[config.mk]
export PLATFORM = sky130hd
export DESIGN_NAME = fsm_input_sched
export DESIGN_NICKNAME = d
export VERILOG_FILES = /design/src/rtl/fsm_sched_pkg.sv /design/src/rtl/req_edge_latch.sv /design/src/rtl/fsm_input_sched.sv
export SDC_FILE = /design/constraint.sdc
export NUM_CORES = 1
export LEC_CHECK = 0
export CAP_MARGIN = 5
export CORE_MARGIN = 5
export CORE_UTILIZATION = 33
export DETAILED_ROUTE_END_ITERATION = 10
export SLEW_MARGIN = 20
export SYNTH_ARGS = -nofsm -noshare
export SYNTH_HDL_FRONTEND = slang
export SYNTH_SLANG_ARGS = --single-unit
[constraint.sdc]
create_clock -name clk_i -period 2.25 [get_ports clk_i]
set_input_delay 0.45 -clock clk_i [delete_from_list [all_inputs] [get_ports clk_i]]
set_output_delay 0.45 -clock clk_i [all_outputs]
set_load 0.005 [all_outputs]
[src/rtl/fsm_sched_pkg.sv]
// Shared encodings and defaults for the pattern-detector input scheduler.
package fsm_sched_pkg;
  localparam logic [2:0] ST_IDLE  = 3'd0;
  localparam logic [2:0] ST_ISSUE = 3'd1;
  localparam logic [2:0] ST_GAP   = 3'd2;
  localparam logic [2:0] ST_CHECK = 3'd3;
  localparam logic [2:0] ST_CLEAR = 3'd4;

  localparam logic SYM_ZERO = 1'b0;
  localparam logic SYM_ONE  = 1'b1;

  localparam int DEF_GAP     = 2;
  localparam int DEF_CLR_CYC = 2;
  localparam int DEF_TIMEOUT = 1000;
  localparam int DEF_CNT_W   = 8;

  typedef struct packed {
    logic pend0;
    logic pend1;
    logic last;
  } arb_req_t;

  // On a tie the symbol not granted last time wins.
  function automatic logic rr_pick(input arb_req_t r);
    if (r.pend0 && r.pend1) return ~r.last;
    return r.pend1 ? SYM_ONE : SYM_ZERO;
  endfunction
endpackage

[src/rtl/req_edge_latch.sv]
// Rising-edge detector plus pending flag for one request line.
module req_edge_latch (
  input  logic clk_i,
  input  logic reset_i,
  input  logic req_i,
  input  logic clr_i,
  output logic pend_o,
  output logic ovr_o
);
  logic prev_q, pend_q, pend_d, ovr_q, ovr_d, rise;

  // prev_q resets low so a line already high after reset reads as an edge.
  assign rise = req_i & ~prev_q;

  always_comb begin
    pend_d = pend_q;
    ovr_d  = ovr_q;
    if (rise) begin
      if (pend_q && !clr_i) ovr_d = 1'b1;
      pend_d = 1'b1;
    end else if (clr_i) begin
      pend_d = 1'b0;
    end
  end

  always_ff @(posedge clk_i) begin
    if (reset_i) begin
      prev_q <= 1'b0;
      pend_q <= 1'b0;
      ovr_q  <= 1'b0;
    end else begin
      prev_q <= req_i;
      pend_q <= pend_d;
      ovr_q  <= ovr_d;
    end
  end

  assign pend_o = pend_q;
  assign ovr_o  = ovr_q;
endmodule

[src/rtl/fsm_input_sched.sv]
// Sequences ONE/ZERO requests into single-cycle symbol strobes for the
// pattern detector, then counts matches and clears the detector.
module fsm_input_sched
  import fsm_sched_pkg::*;
#(
  parameter int GAP     = DEF_GAP,
  parameter int CLR_CYC = DEF_CLR_CYC,
  parameter int TIMEOUT = DEF_TIMEOUT,
  parameter int CNT_W   = DEF_CNT_W
) (
  input  logic             clk_i,
  input  logic             reset_i,
  input  logic             one_i,
  input  logic             zero_i,
  input  logic             det_out_i,
  output logic             sym_stb_o,
  output logic             sym_bit_o,
  output logic             det_rst_o,
  output logic             match_o,
  output logic             to_pulse_o,
  output logic [CNT_W-1:0] match_cnt_o,
  output logic             overrun_o,
  output logic             busy_o
);
  localparam int MAXP = (GAP > CLR_CYC) ? GAP : CLR_CYC;
  localparam int PW   = $clog2(MAXP + 1);
  localparam int IW   = $clog2(TIMEOUT);
  localparam logic [PW-1:0] GAP_LAST  = PW'(GAP - 1);
  localparam logic [PW-1:0] CLR_LAST  = PW'(CLR_CYC - 1);
  localparam logic [IW-1:0] IDLE_LAST = IW'(TIMEOUT - 1);

  logic [2:0]       state_q, state_d;
  logic [PW-1:0]    cyc_q, cyc_d;
  logic [IW-1:0]    idle_q, idle_d;
  logic [CNT_W-1:0] cnt_q, cnt_d;
  logic             seen_q, seen_d, last_q, last_d, grant_q, grant_d;
  logic             pend0, pend1, ovr0, ovr1, clr0, clr1, to_fire, any_pend, pick;
  arb_req_t         req;

  req_edge_latch u_req0 (.clk_i(clk_i), .reset_i(reset_i), .req_i(zero_i),
                         .clr_i(clr0), .pend_o(pend0), .ovr_o(ovr0));
  req_edge_latch u_req1 (.clk_i(clk_i), .reset_i(reset_i), .req_i(one_i),
                         .clr_i(clr1), .pend_o(pend1), .ovr_o(ovr1));

  assign req      = '{pend0: pend0, pend1: pend1, last: last_q};
  assign any_pend = pend0 | pend1;
  assign pick     = rr_pick(req);

  always_comb begin
    state_d = state_q;
    cyc_d   = cyc_q;
    idle_d  = idle_q;
    seen_d  = seen_q;
    last_d  = last_q;
    grant_d = grant_q;
    cnt_d   = cnt_q;
    to_fire = 1'b0;
    clr0    = 1'b0;
    clr1    = 1'b0;
    case (state_q)
      ST_IDLE: begin
        if (any_pend) begin
          grant_d = pick;
          last_d  = pick;
          state_d = ST_ISSUE;
        end else if (seen_q) begin
          if (idle_q == IDLE_LAST) begin
            to_fire = 1'b1;
            cyc_d   = '0;
            state_d = ST_CLEAR;
          end else begin
            idle_d = idle_q + 1'b1;
          end
        end
      end
      ST_ISSUE: begin
        clr0    = (grant_q == SYM_ZERO);
        clr1    = (grant_q == SYM_ONE);
        seen_d  = 1'b1;
        idle_d  = '0;
        cyc_d   = '0;
        state_d = ST_GAP;
      end
      ST_GAP: begin
        if (cyc_q == GAP_LAST) state_d = ST_CHECK;
        else                   cyc_d   = cyc_q + 1'b1;
      end
      ST_CHECK: begin
        if (det_out_i) begin
          if (cnt_q != '1) cnt_d = cnt_q + 1'b1;
          cyc_d   = '0;
          state_d = ST_CLEAR;
        end else if (any_pend) begin
          // Grant straight from CHECK so back-to-back strobes sit GAP+2 apart.
          grant_d = pick;
          last_d  = pick;
          state_d = ST_ISSUE;
        end else begin
          state_d = ST_IDLE;
        end
      end
      ST_CLEAR: begin
        seen_d = 1'b0;
        idle_d = '0;
        if (cyc_q == CLR_LAST) state_d = ST_IDLE;
        else                   cyc_d   = cyc_q + 1'b1;
      end
      default: state_d = ST_IDLE;
    endcase
  end

  always_ff @(posedge clk_i) begin
    if (reset_i) begin
      state_q <= ST_IDLE;
      cyc_q   <= '0;
      idle_q  <= '0;
      cnt_q   <= '0;
      seen_q  <= 1'b0;
      last_q  <= SYM_ONE;
      grant_q <= SYM_ZERO;
    end else begin
      state_q <= state_d;
      cyc_q   <= cyc_d;
      idle_q  <= idle_d;
      cnt_q   <= cnt_d;
      seen_q  <= seen_d;
      last_q  <= last_d;
      grant_q <= grant_d;
    end
  end

  assign sym_stb_o   = ~reset_i & (state_q == ST_ISSUE);
  assign sym_bit_o   = sym_stb_o & grant_q;
  assign det_rst_o   = reset_i | (state_q == ST_CLEAR);
  assign match_o     = ~reset_i & (state_q == ST_CHECK) & det_out_i;
  assign to_pulse_o  = ~reset_i & to_fire;
  assign match_cnt_o = cnt_q;
  assign overrun_o   = ovr0 | ovr1;
  assign busy_o      = ~reset_i & (state_q != ST_IDLE);
endmodule
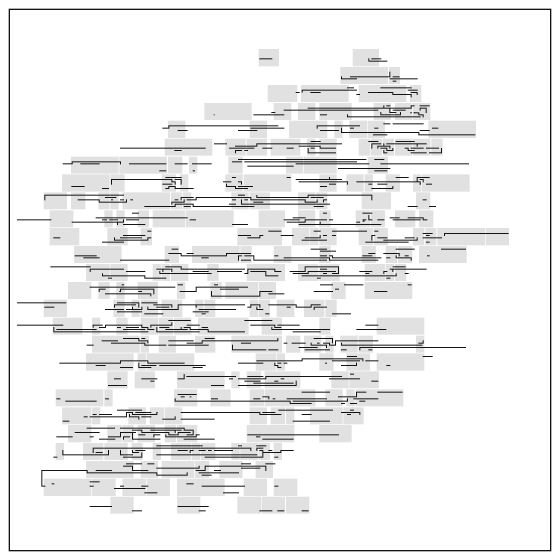
**Above:** run 1 (signal wires on met1).
- nets with wire on the layer: 223
- longest straight run: 23.9 um

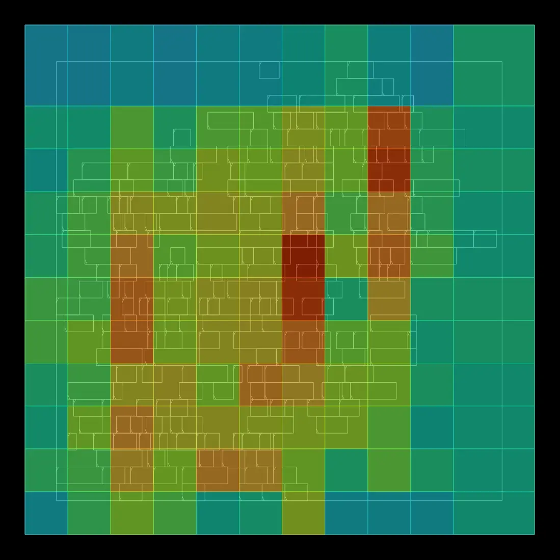
**Above:** run 1 (congestion heat map).
utilization after layout: 43.3%
GRT Util Overall: 13.8%
GRT met3 Usage: 3.51%
wire per inst: 13.1 um

==> changes_impl.md, run 1 <==
## Flow update

* R2r startpoint: match_cnt_o[0]
* Worst Slack Setup Final at ~0.11 ns
* Max FO, Critical Path at 12
* Late-Pin Clk Latency at slightly below 0.3 ns
* Non-Filler Instances at about 300
* Hold Crit Depth at 2
* Biggest area cells: dfxtp_1 (37%), a21oi_1 (4.1%), nor2_1 (3.9%), xor2_1 (3.6%), o31ai_1 (2.6%)
* Switching share of power at between 30% and 40%
* CP max stage cell: clkdlybuf4s50_1
* Cells after DPL at a little under 300
* Hold slack at between 0.4 and 0.5 ns
* Grt ovf at 0
* Post-place setup slack at -0.00276 ns
* Met3 WL at around 150 um
* Met1 usage at 16.4%
* Clock Tree Buf Depth at 2
* WL met1 at about 1800 um
* Crit path capture type: output port
* MaxCap Viol Count at 0
* Slowest stage delay, CP at roughly 0.51 ns
* Aoi share at around a fifth
* Die Ht at slightly above 80 um
* Grt met2 use at a little under a quarter
* Fp util at roughly a third
* Comb_multi_in at roughly 150
* R2r worst-path depth at 5
* Most frequent cells after synthesis: dfxtp_1 (32), nor2_1 (18), a21oi_1 (14)
* Busiest grt layer: met2
* IO Count at 20
* CP endpoint: sym_stb_o
* Global-route wire length before repair at slightly above 7000 um
* GPL Wtd Cong at roughly 0.73
* DR iter-0 viols at roughly 90
* Combinational Area at ~1000 sq um
* Clock buf/inv share at 4.38%
* Initial antenna violation count at 0
* P_seq at between 700 and 800 uW
* # setup viols final at 0
* Arrival @ worst endpoint at between 1.5 and 2 ns
* Count of input and output buffers at 19
* Adder share at 2.19%
* Number of synthesized register bits at 32
* Hold Path Class: register to register
* Post-cts repair resize count at 3
* Yosys warns at 0
* Post-Syn Area at between 1500 and 2000 sq um
* Synth area leader: dfxtp_1
* Post-Syn Instances at ~200
* Post-DRT Antenna Nets at 0
* Hold buffer count at cts at 0
* Comb area leader: simple AND/OR/NAND/NOR gates
* Worst EP required at approximately 1.8 ns
* P_clk at about 480 uW
* Tap cells at approximately 70
* Crit path depth at 4
* Ant diodes at 0
* Most frequent cell after synthesis: dfxtp_1
* Hold Path Origin: u_req0.ovr_o
* Htree depth at 2
* Largest net degree at the start of global routing at 17
* Sw Pwr at 752 uW
* Area grow syn2layout at 28.4%
* Largest type area fraction at between 30% and 40%
* Post-CTS Repair Setup Buffers at 0
* Non-clock buffers at 37
* Hold Violations, Final at 0
* YS chip area at about 1700 sq um
* Met2 routed WL at between 1500 and 2000 um
* Final Net Count at between 200 and 250
* Mapped Avg Cell Area at 8.74 sq um
* Top class by area: logic gates
* Hpwl dp at slightly below 3000 um
* Layout fillers at 534
* Comb power frac at 40.3%
* Asr flop ratio synth at 0%
* Num CTS Buffers at 5
* Cell-internal power at 1330 uW
* Most common logic cell in the routed design: dfxtp_1
* Count of unique library cells instantiated by Yosys at approximately 56
* Fmax at around 470 MHz
* Top delay family on crit path: buffers and inverters
* Area of the die at a little under 7000 sq um
* Flip-flops with a built-in enable at 0
* Pwr/cell area at between 900 and 1000 nW/um^2
* Comb/total area at between 40 and 50%
* Crit path kind: input port to output port
* Inverters excl. clock at 8
* Vias per cell at between 5 and 6
* CTS tree: yes
* Seq area share at 29.3%
* Most frequent cells in the layout: dfxtp_1 (29), nor2_1 (18), buf_4 (17)
* Mux share at less than 1%
* Final period util at 95.2%
* Tool warnings at 26
* Slew HR at ~65%
* Core area at 5070 sq um
* Vias in the first global route at approximately 1600
* Setup Skew at around 0.0074 ns
* Reg-to-reg setup timing slack at 0.61 ns
* Part of the power in registers at a little over a third
* Crit path time final at around 2.1 ns
* Comb. pwr at ~840 uW
* Clock share of power at between 20% and 30%
* Residual DRC count at 0
* FP Rows at 26
* CP bufs+invs at 3
* Main flop type: dfxtp_1
* CP cell instances: clkdlybuf4s50_1 > buf_12 > nor2_1 > clkdlybuf4s50_1
* CTS clock-pin slew for the worst setup and hold paths at ~0.06 ns
* Simple share at 29.3%
* RSZ-0062 raised after global routing: no
* Startpoint Class: input port
* Max VDD drop at roughly 0.36 mV
* Total negative slack at 0 ns
* Buffer share of cell area at 15.5%
* DR vias at 1576
* Chip Width at slightly above 80 um
* Placed inst area at about 2100 sq um
* Flip-flop count of the largest register after layout at 10
* Clk sinks at 32
* Share of cells above drive strength 1 at 20.3%
* Reg2reg end: match_cnt_o[1]
* CP Launch Point: reset_i
* Biggest register: idle_q
* Tot Pwr at slightly above 2000 uW
* Drt pass-1 iters at 4
* Flop count at 32
* Highest metal used: met4
* Yosys cell count at slightly below 200
* Clock buffers at 7
* Post-synthesis xor/xnor area fraction at under 10%
* Crit path top cell by count: clkdlybuf4s50_1
* Sequential standard cell area at 644 sq um
* Root Driver: clkbuf_8
* Fin area at approximately 2200 sq um
* Status: completed
* Slew @ Worst Pin at approximately 0.52 ns
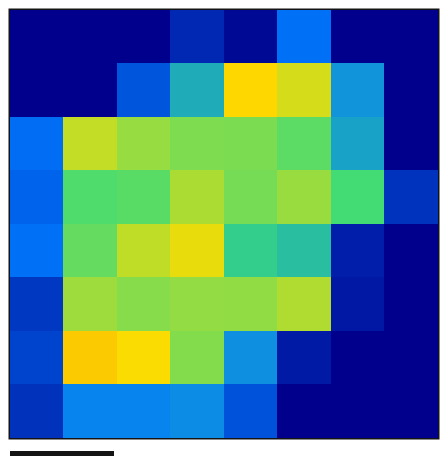
**Above:** run 1 (cell density map).
The bar under the picture is 20 um long. The die is cut into 8 by 8 equal tiles; dark blue is low, red is high, 0 to 100% covered.
- fullest tile: 77%
- densest ninth of the die: middle
- emptiest ninth of the die: bottom right

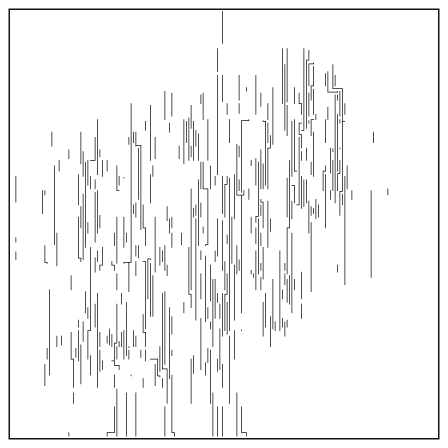
**Above:** run 1 (signal wires on met2).
- wire length on this layer: 1910 um
- nets with wire on the layer: 209
- longest straight run: 30.4 um
- share of all routed wire: 49%
- main direction: vertical

==> inputs of run 2 (changes only) <==
clock period = 2.73 ns   (was 2.25 ns; I/O delays follow)
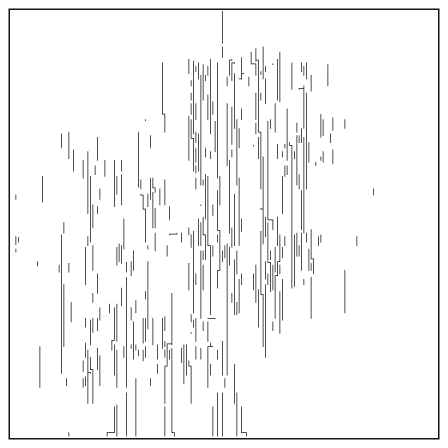
**Above:** run 2 (signal wires on met2).
- main direction: vertical
- longest straight run: 27.4 um

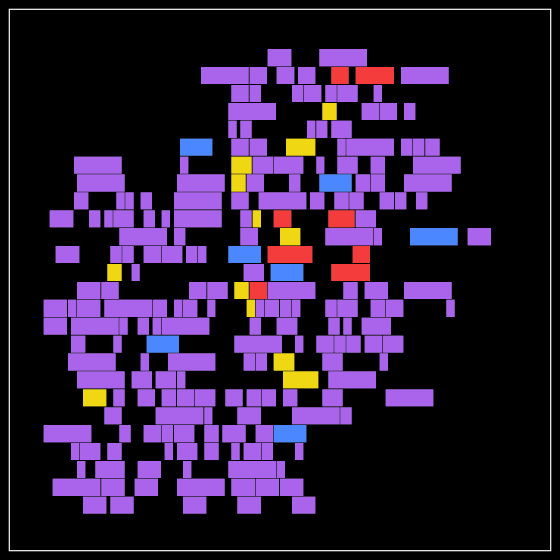
**Above:** run 2 (sizing map).
- blue: _6 and larger (cells 7; share 3.2%)
- yellow: _2 cells (cells 12; share 5.5%)
- purple: _0 and _1 cells (cells 192; share 88%)
- red: _3 and _4 cells (cells 8; share 3.7%)

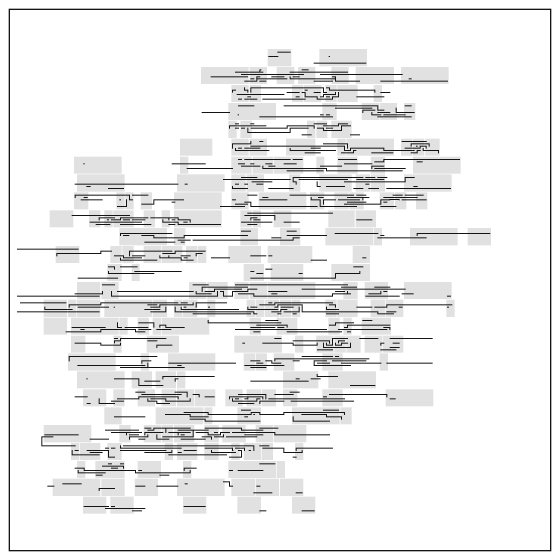
**Above:** run 2 (signal wires on met1).
- main direction: horizontal
- nets with wire on the layer: 209
- share of all routed wire: 53%

==> changes_impl.md, run 2 <==
## Flow update

* Htree depth at 2 (unchanged)
* # setup viols final at 0 (unchanged)
* Post-cts repair resize count at 0 (-3)
* Simple share at 29.3% (unchanged)
* Die Ht at 82.0 um (unchanged)
* Crit path depth at 4 (unchanged)
* Met3 WL at 109 um (-27%)
* R2r worst-path depth at 4 (-1)
* Met2 routed WL at 1570 um (-18%)
* Count of unique library cells instantiated by Yosys at 56 (unchanged)
* Top class by area: logic gates
* Highest metal used: met4
* Setup Skew at 0.0111 ns (+0.00375 ns)
* Drt pass-1 iters at 4 (unchanged)
* Fmax at approximately 400 MHz
* Asr flop ratio synth at 0% (unchanged)
* Post-DRT Antenna Nets at 0 (unchanged)
* Inverters excl. clock at 8 (unchanged)
* Switching share of power at 37.4% (+1.2 points)
* Crit path time final at 2.55 ns
* Vias per cell at 5.17 (-1.2%)
* Number of synthesized register bits at 32 (unchanged)
* Share of cells above drive strength 1 at 12.3% (-8.0 points)
* Cells after DPL at 281 (-4.4%)
* Root Driver: clkbuf_8
* Yosys warns at 0 (unchanged)
* Worst Slack Setup Final at 0.182 ns (+0.0745 ns)
* CP cell instances: nor2_1 > nand2_1 > nor3_1 > clkdlybuf4s50_1
* GPL Wtd Cong at 0.753 (+3.6%)
* Most frequent cell after synthesis: dfxtp_1
* Post-CTS Repair Setup Buffers at 0 (unchanged)
* Tool warnings at 26 (unchanged)
* Sequential standard cell area at 641 sq um (-0.58%)
* Status: completed
* Non-clock buffers at 24 (-35%)
* Slew HR at 60.9% (-4.3 points)
* Utilization after layout at 40.9% (-2.4 points)
* Num CTS Buffers at 5 (unchanged)
* Hold Violations, Final at 0 (unchanged)
* Global-route wire length before repair at 6560 um (-8.4%)
* Post-place setup slack at 0.273 ns (+0.275 ns)
* Area of the die at 6730 sq um (unchanged)
* Ant diodes at 0 (unchanged)
* Most frequent cells after synthesis: dfxtp_1 (32), nor2_1 (18), a21oi_1 (14)
* Total negative slack at 0 ns (unchanged)
* Reg-to-reg setup timing slack at 0.92 ns (+0.31 ns)
* Vias in the first global route at 1398 (-14%)
* Yosys cell count at 196 (unchanged)
* CP endpoint: sym_bit_o
* Clock share of power at 23.1% (about the same)
* Core area at 5070 sq um (unchanged)
* Late-Pin Clk Latency at 0.28 ns (about the same)
* Non-Filler Instances at 289 (-4.0%)
* Slew @ Worst Pin at 0.580 ns (+0.0642 ns)
* IO Count at 20 (unchanged)
* Placed inst area at 1990 sq um (-4.7%)
* Flop count at 32 (unchanged)
* Crit path capture type: output port
* Synth area leader: dfxtp_1
* Count of input and output buffers at 19 (unchanged)
* Hold slack at 0.451 ns (+0.00469 ns)
* Wire per inst at 12.8 um (-2.1%)
* Startpoint Class: register
* Combinational Area at 987 sq um (-1.3%)
* Final Net Count at 226 (-5.4%)
* Buffer share of cell area at 11.6% (-4.0 points)
* Fin area at 2080 sq um (-5.6%)
* Area grow syn2layout at 21.2%
* GRT met3 Usage at 2.63% (-0.88 points)
* P_seq at 643 uW (-16%)
* Comb area leader: simple AND/OR/NAND/NOR gates
* Aoi share at 20.5% (unchanged)
* Clock buffers at 8 (+1)
* Pwr/cell area at 785 nW/um^2 (-17%)
* Most common logic cell in the routed design: dfxtp_1
* Initial antenna violation count at 0 (unchanged)
* Worst EP required at 2.18 ns (+0.38 ns)
* WL met1 at 1960 um (+9.2%)
* Tot Pwr at 1630 uW (-22%)
* DR vias at 1495 (-5.1%)
* Hold Path Class: register to register
* Crit path kind: register to output port
* Largest type area fraction at 37.4% (unchanged)
* Busiest grt layer: met2
* CTS clock-pin slew for the worst setup and hold paths at 0.07 ns (about the same)
* CTS tree: yes
* P_clk at 376 uW (-22%)
* Part of the power in registers at 39.5% (+2.9 points)
* Grt ovf at 0 (unchanged)
* YS chip area at 1710 sq um (unchanged)
* Arrival @ worst endpoint at 2.00 ns (+0.31 ns)
* Slowest stage delay, CP at 0.53 ns (+0.02 ns)
* CP max stage cell: clkdlybuf4s50_1
* GRT Util Overall at 12.4% (-1.4 points)
* Layout fillers at 554 (+3.7%)
* Sw Pwr at 609 uW (-19%)
* Max VDD drop at 0.319 mV (-12%)
* Hold Path Origin: u_req0.ovr_o
* Grt met2 use at 18.9% (-4.0 points)
* Mux share at 0.584% (unchanged)
* Comb_multi_in at 147 (unchanged)
* Hold buffer count at cts at 0 (unchanged)
* Hold Crit Depth at 2 (unchanged)
* Fp util at 33.8% (unchanged)
* Largest net degree at the start of global routing at 36 (+19)
No activity file was given, so power comes from the tool's default toggle rates.
